## config.mk

```make
export PLATFORM = sky130hd
export DESIGN_NAME = mem_arbiter_flat
export DESIGN_NICKNAME = d
export VERILOG_FILES = /design/src/rtl/mem_arbiter_if.sv /design/src/rtl/mem_arbiter.sv /design/src/flat_wrapper.sv
export SDC_FILE = /design/constraint.sdc
export NUM_CORES = 1
export LEC_CHECK = 0
export ABC_AREA = 1
export CAP_MARGIN = 15
export CORE_UTILIZATION = 30
export CTS_CLUSTER_DIAMETER = 100
export DETAILED_ROUTE_END_ITERATION = 7
export PLACE_DENSITY = 0.71
export SLEW_MARGIN = 20
export SYNTH_ARGS = -nofsm -noshare
export SYNTH_HDL_FRONTEND = slang
export SYNTH_SLANG_ARGS = --single-unit
```

## constraint.sdc

```tcl
create_clock -name clk -period 2.2 [get_ports clk]
set_clock_uncertainty 0.15 [all_clocks]
set_input_delay 0.33 -clock clk [delete_from_list [all_inputs] [get_ports clk]]
set_output_delay 0.33 -clock clk [all_outputs]
set_load 0.02 [all_outputs]
```

## src/rtl/mem_arbiter_if.sv

```systemverilog
// -----------------------------------------------------------------------------
// mem_arbiter_if
//
// Purpose : Bundles every bus signal around mem_arbiter: the instruction-fetch
//           port (m0_*), the load/store port (m1_*), the shared mem_ctrl
//           request port (mc_*) and the sticky watchdog flag.
//
// Modports:
//   slave  - the arbiter itself. It serves the two CPU ports, drives the
//            mem_ctrl request and reports timeouts.
//   master - the surrounding system (CPU ports plus mem_ctrl). It drives the
//            requests and the memory responses.
//
// Signals (direction as seen by the arbiter):
//   m0_rd, m0_wr      in   fetch-port read/write request (level)
//   m0_addr[31:0]     in   fetch-port byte address
//   m0_data_i[31:0]   in   fetch-port write data
//   m0_data_o[31:0]   out  fetch-port read data
//   m0_hold           out  stall to the fetch port
//   m1_*              same set of signals for the load/store port
//   mc_rd, mc_wr      out  request to mem_ctrl
//   mc_addr[31:0]     out  address to mem_ctrl
//   mc_data_o[31:0]   out  write data to mem_ctrl
//   mc_data_i[31:0]   in   read data from mem_ctrl
//   mc_hold           in   mem_ctrl hold_cpu
//   timeout_err       out  sticky watchdog-abort flag
// -----------------------------------------------------------------------------
interface mem_arbiter_if;
    logic        m0_rd;
    logic        m0_wr;
    logic [31:0] m0_addr;
    logic [31:0] m0_data_i;
    logic [31:0] m0_data_o;
    logic        m0_hold;

    logic        m1_rd;
    logic        m1_wr;
    logic [31:0] m1_addr;
    logic [31:0] m1_data_i;
    logic [31:0] m1_data_o;
    logic        m1_hold;

    logic        mc_rd;
    logic        mc_wr;
    logic [31:0] mc_addr;
    logic [31:0] mc_data_o;
    logic [31:0] mc_data_i;
    logic        mc_hold;

    logic        timeout_err;

    modport slave (
        input  m0_rd, m0_wr, m0_addr, m0_data_i,
        output m0_data_o, m0_hold,
        input  m1_rd, m1_wr, m1_addr, m1_data_i,
        output m1_data_o, m1_hold,
        output mc_rd, mc_wr, mc_addr, mc_data_o,
        input  mc_data_i, mc_hold,
        output timeout_err
    );

    modport master (
        output m0_rd, m0_wr, m0_addr, m0_data_i,
        input  m0_data_o, m0_hold,
        output m1_rd, m1_wr, m1_addr, m1_data_i,
        input  m1_data_o, m1_hold,
        input  mc_rd, mc_wr, mc_addr, mc_data_o,
        output mc_data_i, mc_hold,
        input  timeout_err
    );
endinterface

```

## src/rtl/mem_arbiter.sv

```systemverilog
// -----------------------------------------------------------------------------
// mem_arbiter
//
// Purpose : Shares the single mem_ctrl request port between the fetch port
//           (M0) and the load/store port (M1). Each access runs through
//           IDLE -> BUSY (wait while mc_hold) -> RESP (one-cycle data return)
//           -> IDLE. A watchdog aborts an access that stays on hold for
//           TIMEOUT BUSY cycles, returns zero data and sets a sticky error.
//
// Ports   : clk  - system clock, rising edge
//           rst  - synchronous, active-high reset
//           bus  - mem_arbiter_if.slave (M0, M1, mem_ctrl and timeout_err)
//
// Parameter: TIMEOUT (0..255, default 255) - BUSY cycles on hold before abort;
//            0 disables the watchdog.
//
// Build option: define MEM_ARB_ROUND_ROBIN_EN to break ties between the two
//               masters round-robin (the master other than the last one
//               granted wins; first tie after reset goes to M0). Without it,
//               M1 always wins ties.
// -----------------------------------------------------------------------------
module mem_arbiter #(
    parameter int unsigned TIMEOUT = 255
) (
    input  logic          clk,
    input  logic          rst,
    mem_arbiter_if.slave  bus
);

    typedef enum logic [1:0] {
        IDLE = 2'd0,
        BUSY = 2'd1,
        RESP = 2'd2
    } state_e;

    localparam bit         WDOG_EN   = (TIMEOUT != 0);
    localparam logic [7:0] WDOG_LAST = (TIMEOUT == 0) ? 8'd0 : 8'(TIMEOUT - 1);

    state_e      state_q;
    logic        grant_q;        // 0 = M0, 1 = M1
    logic        last_grant_q;
    logic [7:0]  wdog_q;
    logic        abort_q;        // current access was ended by the watchdog
    logic        timeout_err_q;
    logic [31:0] rdata_q [2];

    logic        req0;
    logic        req1;
    logic        tie_grant;
    logic [31:0] resp_data;

    // A master requests only when exactly one of rd/wr is high.
    assign req0 = bus.m0_rd ^ bus.m0_wr;
    assign req1 = bus.m1_rd ^ bus.m1_wr;

`ifdef MEM_ARB_ROUND_ROBIN_EN
    assign tie_grant = ~last_grant_q;
`else
    // Fixed priority to M1; last_grant_q is folded in only so it stays read.
    assign tie_grant = last_grant_q | 1'b1;
`endif

    // Word returned to the granted master in RESP.
    assign resp_data = abort_q ? 32'h0 : bus.mc_data_i;

    always_ff @(posedge clk) begin
        // NOTE: every state register uses <= so all of them update from the
        // same pre-edge values, independent of statement order.
        if (rst) begin
            state_q       <= IDLE;
            grant_q       <= 1'b0;
            last_grant_q  <= 1'b1;
            wdog_q        <= 8'd0;
            abort_q       <= 1'b0;
            timeout_err_q <= 1'b0;
            // NOTE: rdata_q is two words whose contents are visible on the
            // data_o ports, so it is reset like ordinary flops rather than
            // left uninitialised like a RAM.
            rdata_q[0]    <= 32'h0;
            rdata_q[1]    <= 32'h0;
        end else begin
            unique case (state_q)
                IDLE: begin
                    if (req0 || req1) begin
                        grant_q <= (req0 && req1) ? tie_grant : req1;
                        wdog_q  <= 8'd0;
                        abort_q <= 1'b0;
                        state_q <= BUSY;
                    end
                end
                BUSY: begin
                    if (!bus.mc_hold) begin
                        state_q <= RESP;
                    end else begin
                        wdog_q <= wdog_q + 8'd1;
                        if (WDOG_EN && (wdog_q == WDOG_LAST)) begin
                            timeout_err_q <= 1'b1;
                            abort_q       <= 1'b1;
                            state_q       <= RESP;
                        end
                    end
                end
                RESP: begin
                    rdata_q[grant_q] <= resp_data;
                    last_grant_q     <= grant_q;
                    state_q          <= IDLE;
                end
                default: state_q <= IDLE;
            endcase
        end
    end

    // Address and write data always follow the granted master; only the
    // rd/wr strobes are qualified by BUSY.
    assign bus.mc_addr   = grant_q ? bus.m1_addr   : bus.m0_addr;
    assign bus.mc_data_o = grant_q ? bus.m1_data_i : bus.m0_data_i;

    always_comb begin
        // NOTE: defaults first so every path assigns both strobes; without
        // them a missing branch would infer a latch.
        bus.mc_rd = 1'b0;
        bus.mc_wr = 1'b0;
        if (state_q == BUSY) begin
            bus.mc_rd = grant_q ? bus.m1_rd : bus.m0_rd;
            bus.mc_wr = grant_q ? bus.m1_wr : bus.m0_wr;
        end
    end

    logic resp0;
    logic resp1;

    assign resp0 = (state_q == RESP) && !grant_q;
    assign resp1 = (state_q == RESP) &&  grant_q;

    // A requester stays stalled until its own RESP cycle.
    assign bus.m0_hold = req0 && !resp0;
    assign bus.m1_hold = req1 && !resp1;

    assign bus.m0_data_o = resp0 ? resp_data : rdata_q[0];
    assign bus.m1_data_o = resp1 ? resp_data : rdata_q[1];

    assign bus.timeout_err = timeout_err_q;

endmodule
```

## src/flat_wrapper.sv

```systemverilog
// flat-port wrapper written by rule: the top's interface ports become plain ports
module mem_arbiter_flat 
#(
    parameter int unsigned TIMEOUT = 255
)
  (clk, rst, bus_m0_rd, bus_m0_wr, bus_m0_addr, bus_m0_data_i, bus_m0_data_o, bus_m0_hold, bus_m1_rd, bus_m1_wr, bus_m1_addr, bus_m1_data_i, bus_m1_data_o, bus_m1_hold, bus_mc_rd, bus_mc_wr, bus_mc_addr, bus_mc_data_o, bus_mc_data_i, bus_mc_hold, bus_timeout_err);
  mem_arbiter_if bus_i ();
  input  logic clk;
  input  logic rst;
  input wire logic [$bits(bus_i.m0_rd)-1:0] bus_m0_rd;
  input wire logic [$bits(bus_i.m0_wr)-1:0] bus_m0_wr;
  input wire logic [$bits(bus_i.m0_addr)-1:0] bus_m0_addr;
  input wire logic [$bits(bus_i.m0_data_i)-1:0] bus_m0_data_i;
  output wire logic [$bits(bus_i.m0_data_o)-1:0] bus_m0_data_o;
  output wire logic [$bits(bus_i.m0_hold)-1:0] bus_m0_hold;
  input wire logic [$bits(bus_i.m1_rd)-1:0] bus_m1_rd;
  input wire logic [$bits(bus_i.m1_wr)-1:0] bus_m1_wr;
  input wire logic [$bits(bus_i.m1_addr)-1:0] bus_m1_addr;
  input wire logic [$bits(bus_i.m1_data_i)-1:0] bus_m1_data_i;
  output wire logic [$bits(bus_i.m1_data_o)-1:0] bus_m1_data_o;
  output wire logic [$bits(bus_i.m1_hold)-1:0] bus_m1_hold;
  output wire logic [$bits(bus_i.mc_rd)-1:0] bus_mc_rd;
  output wire logic [$bits(bus_i.mc_wr)-1:0] bus_mc_wr;
  output wire logic [$bits(bus_i.mc_addr)-1:0] bus_mc_addr;
  output wire logic [$bits(bus_i.mc_data_o)-1:0] bus_mc_data_o;
  input wire logic [$bits(bus_i.mc_data_i)-1:0] bus_mc_data_i;
  input wire logic [$bits(bus_i.mc_hold)-1:0] bus_mc_hold;
  output wire logic [$bits(bus_i.timeout_err)-1:0] bus_timeout_err;
  assign bus_i.m0_rd = bus_m0_rd;
  assign bus_i.m0_wr = bus_m0_wr;
  assign bus_i.m0_addr = bus_m0_addr;
  assign bus_i.m0_data_i = bus_m0_data_i;
  assign bus_m0_data_o = bus_i.m0_data_o;
  assign bus_m0_hold = bus_i.m0_hold;
  assign bus_i.m1_rd = bus_m1_rd;
  assign bus_i.m1_wr = bus_m1_wr;
  assign bus_i.m1_addr = bus_m1_addr;
  assign bus_i.m1_data_i = bus_m1_data_i;
  assign bus_m1_data_o = bus_i.m1_data_o;
  assign bus_m1_hold = bus_i.m1_hold;
  assign bus_mc_rd = bus_i.mc_rd;
  assign bus_mc_wr = bus_i.mc_wr;
  assign bus_mc_addr = bus_i.mc_addr;
  assign bus_mc_data_o = bus_i.mc_data_o;
  assign bus_i.mc_data_i = bus_mc_data_i;
  assign bus_i.mc_hold = bus_mc_hold;
  assign bus_timeout_err = bus_i.timeout_err;
  mem_arbiter #(.TIMEOUT(TIMEOUT)) u_core (.clk(clk), .rst(rst), .bus(bus_i));
endmodule
```

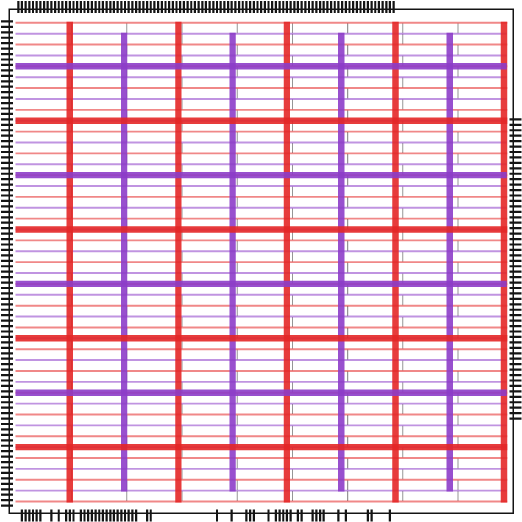
**Above:** run 1 (PDN straps and rails).
Drawn at 4 px/um. Pins as bars on the die edge. Tap cells in gray.
net	color
VDD	purple
VSS	red
rows	44
met5 straps	8
chip height: 126 um
core area: 14,700 um2
chip width: 126 um

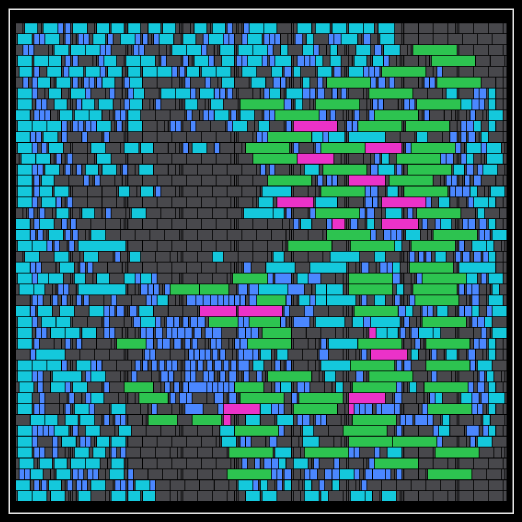
**Above:** run 1 (cells colored by class).
Drawn at 4 px/um. Fill, decap, tap and diode cells in gray.
class	color	cells	share of their area
flip-flops	green	77	27%
other buffers and delay cells	cyan	356	41%
clock drivers and dummy loads	magenta	16	4.2%
all other logic	blue	540	27%
design area: 8350 um2
Final Util: 0.568
flop share of the area: 0.262
Core Rows: 44

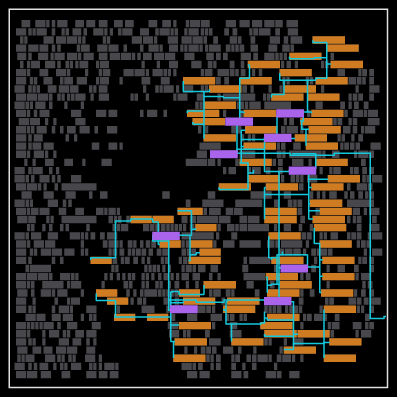
**Above:** run 1 (clock network drawn from the DEF).
Drawn at 3 px/um.
[clock wires] cyan | length: 917 um
[flip-flops] orange | count: 77
[cells driving clock nets] purple | count: 9
routed clock nets	10
Clk power: 0.00166 W
Worst-Skew Late Latency: 0.33 ns
Clock power frac: 0.315

==> changes_impl.md, run 1 <==
## Implementation

* Final Max Slew Viols at 0
* CP arrival at 1.63 ns
* Maximum VDD drop at 0.400 mV
* Tightest Pin Transition at 0.392 ns
* Post-Syn Area per Cell at 6.99 um2
* Ports at 300
* FP Util at 0.312
* Worst min-delay path category: reg -> reg
* Clk sinks at 77
* GR Layer Usage met3 at 0.0625
* # DRC at 15
* Crit-path max cell delay at roughly 0.38 ns
* Buf/Inv on CP at 3
* Yosys aoi share at 0.0945
* CTS tree: built
* Synth Warn # at 0
* Top cell by count, worst path: nand2_1
* Setup repair bufs after CTS at 0
* Pwr Total at 0.00527 W
* Total grt overflow at 0
* Drt pass-1 iters at 7
* Syn nets at 825
* Result of the run: finished with violations
* Violated checks: DRC
* Maxcap violations at 0
* Top cells by area: edfxtp_1 42%, nand2_1 27%, nor2_1 6.1%
* Crit Path Class: reg -> out
* Post-synth seq share at 0.476
* Metal3 WL at 1370 um
[run 1: cell usage after synthesis, drive strengths merged]
cell and n:
nand4 3, nor3 5, nand3 11, a21oi 9, dfxtp 13, nand2 331, clkbuf 21, edfxtp 64
inv 27, a31oi 1, ha 2, nor2 77, o21ai 72, o22ai 1, nand3b 1, buf 18
[run 1: placed cells by master (no fill, tap or decap), types with 12 or more instances in the layout]
master and instances:
buf_12 12, clkbuf_2 19, buf_4 50, clkdlybuf4s15_2 12, inv_1 22, o21ai_1 44, o21ai_0 24, nor2_1 74
clkbuf_16 12, clkdlybuf4s50_1 167, edfxtp_1 64, buf_2 29, dlygate4sd2_1 53, nand2_1 330
[run 1: registers in the layout, indices dropped and copies added (netlist names)]
signal,flops
u_core.abort_q,1
u_core.bus.timeout_err,1
u_core.grant_q,1
u_core.rdata_q,64
u_core.state_q,2
u_core.wdog_q,8
[run 1: final timing paths]
path                            depth (start not counted)              startpoint  slack (ns)                     end
worst min-delay path                                    2  u_core.bus.timeout_err        0.34  u_core.bus.timeout_err
worst max register to register                          8       u_core.state_q[1]        0.51   u_core.rdata_q[1][17]
worst max-delay path                                    5          u_core.grant_q        0.09         bus_mc_addr[27]
worst min register to register                          2  u_core.bus.timeout_err        0.34  u_core.bus.timeout_err
[run 1: area by class of cell]
class / count / area [um2] / share of cell area
multi-input combinational: 513 / 2120 / 0.254
clock inverter: 7 / 113 / 0.0135
timing repair buffer: 356 / 3360 / 0.403
clock buffer: 9 / 225 / 0.0270
tap: 184 / 230 / 0.0276
inverter: 27 / 111 / 0.0133
sequential: 77 / 2190 / 0.262
[run 1: power by group]
part           switching [W]  leakage (nW)  internal [W]
registers          0.0000312         0.770       0.00166
clock network       0.000559         0.167       0.00110
logic                0.00107          3.03      0.000849
total                0.00166          3.97       0.00361
## Run 2: what changed since run 1
--- a/config.mk
+++ b/config.mk
@@ -10,6 +10,7 @@
 export CORE_UTILIZATION = 30
 export CTS_CLUSTER_DIAMETER = 100
 export DETAILED_ROUTE_END_ITERATION = 7
+export HOLD_SLACK_MARGIN = 0.03
 export PLACE_DENSITY = 0.71
 export SLEW_MARGIN = 20
 export SYNTH_ARGS = -nofsm -noshare
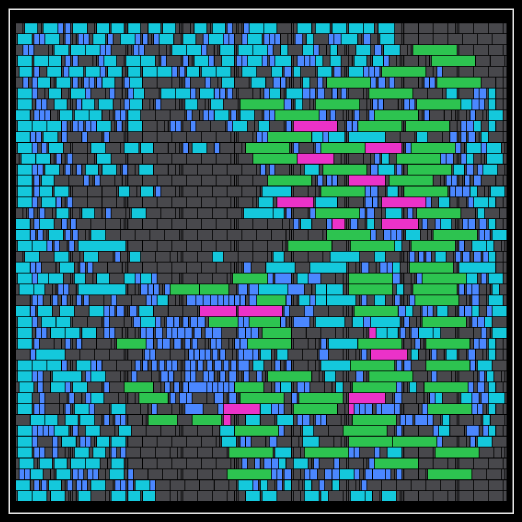
**Above:** run 2 (cells colored by class).
Drawn at 4 px/um. Fill, decap, tap and diode cells in gray.

==> run 2 against run 1 <==
The run still ends with DRC left. Via count did not move. First-iteration DRC count did not move. Global-route usage did not move. Count of clock-buffer cells in the layout did not move. Worst hold slack did not move. Combinational power barely moved. Largest power group unchanged.
==> changes_impl.md, run 2 <==
## Implementation

* # DRC at 15 (unchanged)
* Switch Pwr at 0.00166 W (unchanged)
* Syn nets at 825 (unchanged)
* Setup crit start: u_core.grant_q
* CP Capture Point: bus_mc_addr[27]
* RR Startpoint: u_core.state_q[1]
* Ys flop type: edfxtp_1
* GR Layer Usage met3 at 0.0625 (unchanged)
* Seq pwr at 0.00169 W (about the same)
* Top-count cell post-synth: nand2_1
* Maximum VDD drop at 0.400 mV (unchanged)
* Top cells by area: edfxtp_1 42%, nand2_1 27%, nor2_1 6.1%
* Crit Path Class: reg -> out
* Maxcap violations at 0 (unchanged)
* Reg2Reg Setup Slack at 0.51 ns (about the same)
* Drt pass-1 iters at 7 (unchanged)
* Worst min-delay path category: reg -> reg
* Commonest Layout Cell: nand2_1
* Comb gate area at 2120 um2 (unchanged)
* Gate power share at 0.364 (about the same)
* Reg2reg end: u_core.rdata_q[1][17]
* FP Util at 0.312 (unchanged)
* Violated checks: DRC
* Chip height at 126 um (unchanged)
* Synth Warn # at 0 (unchanged)
* Sequential cell area at 2190 um2 (unchanged)
* Core area at 14,700 um2 (unchanged)
* Largest registers: u_core.rdata_q x64, u_core.wdog_q x8, u_core.state_q x2
* Final Max Slew Viols at 0 (unchanged)
* Clk sinks at 77 (unchanged)
* Post-synth ARST share at 0 (unchanged)
* Reg2Reg Depth at 8 (unchanged)
* Post-Syn Area per Cell at 6.99 um2 (unchanged)
* Post-synth top cells: 331 x nand2_1, 75 x nor2_1, 64 x edfxtp_1
* Total grt overflow at 0 (unchanged)
* Sequential Power Share at 0.321 (about the same)
* Max reg flops at 64 (unchanged)
* Ports at 300 (unchanged)
* Top power group: combinational logic
* Post-synth seq share at 0.476 (unchanged)
* Comb group at 0.00192 W (about the same)
* Result of the run: finished with violations
## run 2: layout make-up
type                            count  area share
Clock buffer                        9      0.0270
Clock inverter                      7      0.0135
Inverter                           27      0.0133
Multi-Input combinational cell    513       0.254
Sequential cell                    77       0.262
Tap cell                          184      0.0276
Timing Repair Buffer              356       0.403
## run 2: worst min path at each step
| stage | start | end | slack (ns) | cells past startpoint |
|---|---|---|---|---|
| after global placement | u_core.bus.timeout_err | u_core.bus.timeout_err | 0.31 | 2 |
| after detailed placement | u_core.bus.timeout_err | u_core.bus.timeout_err | 0.33 | 2 |
| after global routing | u_core.bus.timeout_err | u_core.bus.timeout_err | 0.37 | 2 |
| after CTS | u_core.bus.timeout_err | u_core.bus.timeout_err | 0.34 | 2 |
| after floorplan | u_core.wdog_q[4] | u_core.wdog_q[4] | 0.31 | 2 |
| final | u_core.bus.timeout_err | u_core.bus.timeout_err | 0.34 | 2 |
## run 2: worst max-delay path, stage by stage, from the launching register on
cell and delay (ns):
dfxtp_4 0.38, inv_4 0.11, bufbuf_16 0.34, nand2_1 0.07, nand2_1 0.07, dlygate4sd2_1 0.34
## run 2: repair_timing
action	in CTS	in global routing
buffers inserted	0	1
endpoints found under the setup margin	121	83
cloned	2	3
gates resized	260	68
pin swaps	0	0
## run 2: stage by stage
step | cell area, um2 | total power, W | std cells | util | hold WS (ns)
after floorplan | 4590 | 0.00260 | 656 | - | 0.307
after global placement | 8130 | 0.00376 | 1151 | 0.553 | 0.312
after detailed placement | 8130 | 0.00377 | 1151 | 0.553 | 0.331
after CTS | 8430 | 0.00532 | 1169 | 0.574 | 0.342
after global routing | 8350 | 0.00551 | 1173 | 0.568 | 0.375
final | 8350 | 0.00527 | 1173 | 0.568 | 0.338
## Run 3: what changed since run 2
--- a/config.mk
+++ b/config.mk
@@ -7,6 +7,7 @@
 export LEC_CHECK = 0
 export ABC_AREA = 1
 export CAP_MARGIN = 15
+export CORE_MARGIN = 2
 export CORE_UTILIZATION = 30
 export CTS_CLUSTER_DIAMETER = 100
 export DETAILED_ROUTE_END_ITERATION = 7
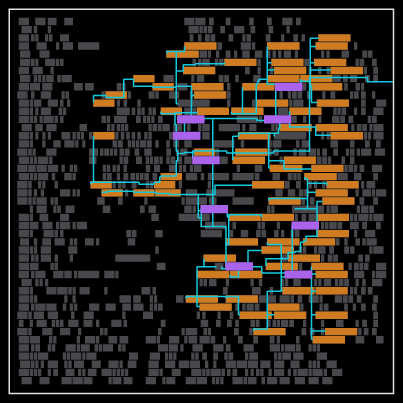
**Above:** run 3 (clock network drawn from the DEF).
Drawn at 3 px/um.
[clock wires] cyan | length: 977 um
[cells driving clock nets] purple | count: 9
[flip-flops] orange | count: 77
routed clock nets	10
Clock power frac: 0.320
Clk power: 0.00171 W

==> run 3 against run 2 <==
The flow now finishes without violations. Die size grew 3.2%. Final cell count grew 1.0%. First-iteration DRC count grew 22%.
==> changes_impl.md, run 3 <==
## Implementation

* Total grt overflow at 0 (unchanged)
* Drt pass-1 iters at 5 (-2)
* Max reg flops at 64 (unchanged)
* Hold-critical path endpoint: u_core.bus.timeout_err
* FP Util at 0.304 (-0.00807)
* Post-synth top cells: 331 x nand2_1, 75 x nor2_1, 64 x edfxtp_1
* Post-synth ARST share at 0 (unchanged)
* Largest registers: u_core.rdata_q x64, u_core.wdog_q x8, u_core.state_q x2
* Design area at 8240 um2 (-1.4%)
* Chip height at 128 um (+1.6%)
* Reg2reg end: u_core.rdata_q[1][11]
* Clk sinks at 77 (unchanged)
* Sequential Power Share at 0.316 (-0.005)
* Result of the run: finished, final reports clean
* Crit Path Class: reg -> out
* Crit-path cells: inv_2 -> bufbuf_16 -> nand2_1 -> nand2_1 -> dlygate4sd2_1
* Buf/Inv on CP at 3 (unchanged)
* # DRC at 0 (-15)
* CP Capture Point: bus_mc_data_o[21]
* Hold_ws at 0.317 ns (-0.0203 ns)
* Core area at 15,100 um2 (+2.7%)
* Final Max Slew Viols at 0 (unchanged)
-- run 3: cell counts after synthesis --
Identical to the previous run, type by type.
-- run 3: power groups by stage --
| stage | sequential [W] | clock (W) | combinational [W] |
|---|---|---|---|
| 2_1_floorplan | 0.00171 | 0 | 0.000886 |
| 3_3_place_gp | 0.00172 | 0 | 0.00210 |
| 3_5_place_dp | 0.00172 | 0 | 0.00211 |
| 4_1_cts | 0.00169 | 0.00174 | 0.00199 |
| 5_1_grt | 0.00169 | 0.00180 | 0.00209 |
| 6_report | 0.00169 | 0.00171 | 0.00194 |
-- run 3: logic make-up (layout without fill, tap and decap cells) --
family                     after synthesis  count (layout)  share of synthesized area
AOI/OAI and AO/OA                       83              83                     0.0945
adders and majority gates                2               2                    0.00546
DFF                                     77              77                      0.476
buffers and inverters                   66             407                     0.0633
and+or+nand+nor                        428             428                      0.361
-- run 3: layout make-up --
| type | instances | area (um2) |
|---|---|---|
| fill | 1506 | 6850 |
| timing repair buffer | 364 | 3240 |
| sequential | 77 | 2190 |
| multi-input combinational | 513 | 2120 |
| tap | 188 | 235 |
| clock buffer | 9 | 225 |
| clock inverter | 7 | 121 |
| inverter | 27 | 101 |
-- run 3: what timing repair did --
item / in CTS / in global routing
endpoints found under the hold margin: 0 / 0
setup endpoints to repair: 119 / 79
cloned: 1 / 0
resized: 229 / 115
pin swaps: 0 / 0
-- run 3: routing by layer --
| layer | track usage | part of all wire | up-vias |
|---|---|---|---|
| met4 | 0.0582 | 0.020 | 0 |
| met2 | 0.400 | 0.51 | 220 |
| li1 | - | - | 2764 |
| met1 | 0.262 | 0.41 | 2406 |
| met3 | 0.0482 | 0.066 | 19 |
| met5 | 0 | 0 | - |
Power figures rest on the tool's default switching activity, not on a simulated workload.
